Wiring by layer:
The bar under the picture is 20 microns long. Two of the layers only.
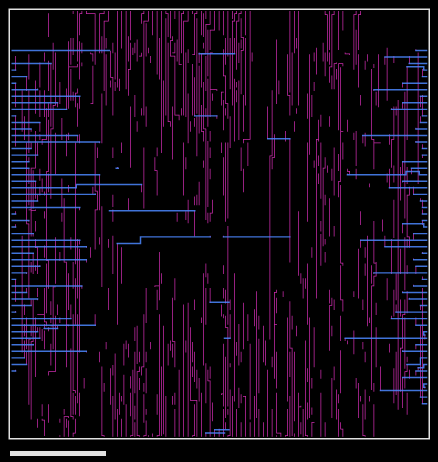
Routed clock nets over the placement:
The bar under the picture is 20 microns long.
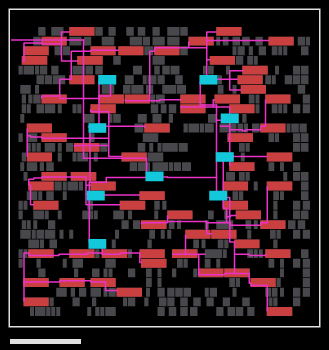
===== config.mk =====
export PLATFORM = sky130hd
export DESIGN_NAME = axil_cfg_rd_arb
export DESIGN_NICKNAME = d
export VERILOG_FILES = /design/src/rtl/axil_cfg_rd_arb.sv
export SDC_FILE = /design/constraint.sdc
export NUM_CORES = 1
export LEC_CHECK = 0
export CAP_MARGIN = 20
export CORE_AREA = 2 2 85 87
export DETAILED_ROUTE_END_ITERATION = 8
export DIE_AREA = 0 0 87 89
export DONT_BUFFER_PORTS = 1
export PLACE_DENSITY_LB_ADDON = 0.05
export SLEW_MARGIN = 10
export SYNTH_ARGS = -nofsm -noshare
export SYNTH_HDL_FRONTEND = slang
export SYNTH_SLANG_ARGS = --single-unit
export TNS_END_PERCENT = 50

===== constraint.sdc =====
create_clock -name s_axi_aclk -period 2.7 [get_ports s_axi_aclk]
set_clock_uncertainty 0.1 [all_clocks]
set_input_delay 0.675 -clock s_axi_aclk [delete_from_list [all_inputs] [get_ports s_axi_aclk]]
set_output_delay 0.675 -clock s_axi_aclk [all_outputs]
set_load 0.01 [all_outputs]

===== src/rtl/axil_cfg_rd_arb.sv =====
// axil_cfg_rd_arb: two-requester round-robin read arbiter in front of
// a single-outstanding config read master.
// Ports: s_axi_aclk/s_axi_areset (sync, active-high); reqN_rvalid,
// reqN_raddr, reqN_rready, reqN_rdata, reqN_rdv per requester;
// m_cfg_rvalid, m_cfg_raddr, m_cfg_rready, m_cfg_rdata, m_cfg_rdv
// downstream; rd_err timeout completion pulse.
// Option: AXIL_ARB_TIMEOUT_EN enables the WAIT timeout counter.
module axil_cfg_rd_arb #(
  parameter int TIMEOUT_CYCLES = 255,
  parameter int ADDR_W         = 32
) (
  input  logic              s_axi_aclk,
  input  logic              s_axi_areset,
  input  logic              req0_rvalid,
  input  logic [ADDR_W-1:0] req0_raddr,
  output logic              req0_rready,
  output logic [31:0]       req0_rdata,
  output logic              req0_rdv,
  input  logic              req1_rvalid,
  input  logic [ADDR_W-1:0] req1_raddr,
  output logic              req1_rready,
  output logic [31:0]       req1_rdata,
  output logic              req1_rdv,
  output logic              m_cfg_rvalid,
  output logic [ADDR_W-1:0] m_cfg_raddr,
  input  logic              m_cfg_rready,
  input  logic [31:0]       m_cfg_rdata,
  input  logic              m_cfg_rdv,
  output logic              rd_err
);

  if (TIMEOUT_CYCLES < 1) begin : g_to_chk
    $error("TIMEOUT_CYCLES must be >= 1");
  end

  typedef enum logic [1:0] {
    IDLE  = 2'd0,
    ISSUE = 2'd1,
    WAIT  = 2'd2,
    RESP  = 2'd3
  } st_t;

  st_t               st_q, st_d;
  logic              gnt_q, gnt_d;
  logic              last_q, last_d;
  logic [ADDR_W-1:0] addr_q, addr_d;
  logic [31:0]       data_q, data_d;
  logic              win;
  logic              any_v;

`ifdef AXIL_ARB_TIMEOUT_EN
  localparam int CNT_W = $clog2(TIMEOUT_CYCLES + 1);
  logic [CNT_W-1:0] cnt_q, cnt_d;
  logic             err_q, err_d;
  logic             tmo;
  // cnt_q counts completed WAIT cycles, so this fires
  // in the TIMEOUT_CYCLES-th WAIT cycle.
  assign tmo = (cnt_q == CNT_W'(TIMEOUT_CYCLES - 1));
`endif

  // Contended: the side not served last wins.
  always_comb begin
    any_v = req0_rvalid | req1_rvalid;
    unique case (1'b1)
      req0_rvalid && req1_rvalid:  win = ~last_q;
      !req0_rvalid && req1_rvalid: win = 1'b1;
      default:                     win = 1'b0;
    endcase
  end

  always_comb begin
    st_d        = st_q;
    gnt_d       = gnt_q;
    last_d      = last_q;
    addr_d      = addr_q;
    data_d      = data_q;
    req0_rready = 1'b0;
    req1_rready = 1'b0;
`ifdef AXIL_ARB_TIMEOUT_EN
    cnt_d       = cnt_q;
    err_d       = err_q;
`endif
    case (st_q)
      IDLE: begin
        if (any_v) begin
          req0_rready = ~win;
          req1_rready = win;
          gnt_d       = win;
          addr_d      = win ? req1_raddr
                            : req0_raddr;
          st_d        = ISSUE;
        end
      end
      ISSUE: begin
        if (m_cfg_rready) begin
          st_d  = WAIT;
`ifdef AXIL_ARB_TIMEOUT_EN
          cnt_d = '0;
          err_d = 1'b0;
`endif
        end
      end
      WAIT: begin
        if (m_cfg_rdv) begin
          data_d = m_cfg_rdata;
          st_d   = RESP;
        end
`ifdef AXIL_ARB_TIMEOUT_EN
        else if (tmo) begin
          data_d = 32'hDEAD_BEEF;
          err_d  = 1'b1;
          st_d   = RESP;
        end else begin
          cnt_d = cnt_q + CNT_W'(1);
        end
`endif
      end
      RESP: begin
        last_d = gnt_q;
        st_d   = IDLE;
      end
      default: st_d = IDLE;
    endcase
    // No grant may leak out while reset is held.
    if (s_axi_areset) begin
      req0_rready = 1'b0;
      req1_rready = 1'b0;
    end
  end

  always_ff @(posedge s_axi_aclk) begin
    if (s_axi_areset) begin
      st_q   <= IDLE;
      gnt_q  <= 1'b0;
      last_q <= 1'b1;
      addr_q <= '0;
      data_q <= '0;
`ifdef AXIL_ARB_TIMEOUT_EN
      cnt_q  <= '0;
      err_q  <= 1'b0;
`endif
    end else begin
      st_q   <= st_d;
      gnt_q  <= gnt_d;
      last_q <= last_d;
      addr_q <= addr_d;
      data_q <= data_d;
`ifdef AXIL_ARB_TIMEOUT_EN
      cnt_q  <= cnt_d;
      err_q  <= err_d;
`endif
    end
  end

  assign m_cfg_rvalid = (st_q == ISSUE);
  assign m_cfg_raddr  = m_cfg_rvalid ? addr_q : '0;
  assign req0_rdv     = (st_q == RESP) && !gnt_q;
  assign req1_rdv     = (st_q == RESP) && gnt_q;
  assign req0_rdata   = req0_rdv ? data_q : '0;
  assign req1_rdata   = req1_rdv ? data_q : '0;

`ifdef AXIL_ARB_TIMEOUT_EN
  assign rd_err = (st_q == RESP) && err_q;
`else
  assign rd_err = 1'b0;
`endif

endmodule


==> qor.yml <==
clock_area_frac: 0.04930
hold_depth: 1
clk_pin_slew_ps: 80
pre_cts_slack_ps: 645.8
grt_use_met3: 0.06464
grt_pass1_vias: 2657
vias_per_cell: 5.765
via_count: 2917
slew_viol_final: 0
ant_nets: 0
final_cell_mix: "nand2_1, dfxtp_1, and2_1"
coreArea_sq_um: 6719
cts_made_buffers: 9
leakage_uw: 0.001529
busiest_layer: "met2"
slew_headroom: 0.4837
ff_type: "dfxtp_1"
hp-start: "s_axi_areset"
clkbuf_count: 12
final_util: 0.5289
met3_length_microns: 708
hold_end: "data_q[6]"
grt.met1_usage: 0.2444
grt_util_all_layers: 0.2061
tap_cells: 80
timing.max_cap.violations: 0
power.density_nw_per_um2: 875.4
portBuffers: 0
fp_nets: 545
ff_count: 68
die_h_microns: 89
fin_crit_sh: 0.8619
clk_latency_ps: 320
final_nets: 529
final-seq-area_sq_um: 1361
yosysWarnings: 0
synth_cell_types: 25
cts_setup_buffers: 0
setup.worst_path.class: "reg2out"
syn2layout_area_growth_pct: 5.812
ir_drop_mv: 0.3970
max_slew.worst_pin.slew_ps: 771.6
holdBufCountCts: 0
rsz0062_at_grt: "false"
gr-total-overflow: 0
cts.sinks: 68
whs_ps: 321.6
r2r_start: "st_q[0]"
routedWlPerCell_microns: 16.82
cts_htree_levels: 3
grt_pass1_wl_microns: 12590
min_period_ps: 2327
top_signal_layer_used: "met4"
setup_viol_count_final: 0
antenna_found_initial: 0
rows: 30
hold_viol: 0
chip_area_sq_um: 7743
critPathCaptureType: "primary output"
rr_endpoint: "addr_q[27]"
sh_seq_area: 0.3831
r2r_slack_ps: 710
ys_cells: 439
drt_wl_total_microns: 8510
comb_share: 0.5099
drt_pass1_iterations: 4
clock_tree.root_cell: "clkbuf_8"
comb_cells: 328
initCoreUtil: 0.4998
worstPathMaxFanout: 11
buf_share: 0.02535
num-nonclk-buffers: 12
nNonClkInverters: 4
syn_inst: 439
fillers: 673
clockBufferDepth: 2
routabilityCongestion: 0.7842
wl_met1_microns: 3495
cp-start-kind: "flop"
ys_ff: 68
grt_max_degree: 62
post-route-drc-count: 0
netlist_area_sq_um: 3358
seq_area_frac_synth: 0.4054
fin_ws_ps: 372.8
cp.arrival_ps: 1550
warning_count: 29
cp.required_ps: 1920
num_io_pins: 204
reg2reg_depth: 7
die_x_microns: 87
tns_ps: 0
outcome: "finished clean"
final-comb-area_sq_um: 1812
largestClassByArea: "combinational gates"
timing.critical_path.from: "st_q[0]"
dpl-instance-area_sq_um: 3378
dr_wl_met2_microns: 4210
edf_count: 0
synth_area_per_cell_sq_um: 7.650
insertedDiodeCount: 0
drive_gt1_frac: 0.06573
async_flop_share: 0
post_cts_resized: 0
drtIter0Drc: 93
design_area_sq_um: 3553
hold_class: "in2reg"
grt.met2_usage: 0.3525
cts_tree: "built"
dp_hpwl_microns: 5863
max_freq_ghz: 0.4297
cp-endpoint: "req0_rready"
ys_chip_area_sq_um: 3358
Back to the opening pictures, 'wiring by layer':
| colour | layer | wire length |
|---|---|---|
| magenta | M2 | 4210 microns |
| blue | M3 | 709 microns |

Back to the opening pictures, 'routed clock nets over the placement':
[cyan] clock-net drivers | count: 9
[red] flip-flops | count: 68
[magenta] clock wires | length: 844 microns
flops lie: widely spread

state kept, by name, summed over array words and instances, names as in the netlist:
register,flops
last_q,1
gnt_q,1
st_q,2
data_q,32
addr_q,32
cells in the mapped netlist, types with 2 or more instances:
library cell  count  area share
a21oi_1          33       0.049
a221o_1          10       0.030
a311oi_1         22       0.057
and2_1           66        0.12
and3_1           43       0.080
buf_1             2      0.0022
buf_2            13       0.019
buf_4             2      0.0045
clkbuf_1         22       0.025
dfxtp_1          68        0.41
ha_1              4       0.015
inv_1             4      0.0045
nand2_1         109        0.12
nand2b_1          5      0.0093
nor2_1           25       0.028
o21a_1            2      0.0045
where the power goes:
group	internal [uW]	switching [uW]	leakage, uW
Sequential	1240	119	0.000557
Clock	396	349	0.0000941
Combinational	364	645	0.000878
Total	2000	1110	0.00153
cells by family (layout without fill, tap and decap cells):
| logic type | Yosys count | after routing | synth area share |
|---|---|---|---|
| AND/OR/NAND/NOR | 250 | 250 | 0.3655 |
| adder cells (fa/ha/maj) | 4 | 4 | 0.01490 |
| multiplexers | 1 | 1 | 0.002981 |
| AND-OR/OR-AND | 72 | 72 | 0.1550 |
| other | 1 | 1 | 0.001117 |
| flip-flops | 68 | 68 | 0.4054 |
| buffers and inverters | 43 | 30 | 0.05514 |
worst max-delay path, cell delays in order (launching register included):
cell     delay [ps]
dfxtp_1         380
inv_1            80
ha_1            250
nor2b_1         140
buf_4           160
and3_1          230
stage by stage:
| step | total power (uW) | cells |
|---|---|---|
| global route | 3349 | 506 |
| CTS | 3156 | 506 |
| floorplan | 2190 | 439 |
| detailed placement | 2405 | 492 |
| global placement | 2368 | 492 |
| finish | 3111 | 506 |
Power is estimated from default activity; no workload was simulated.
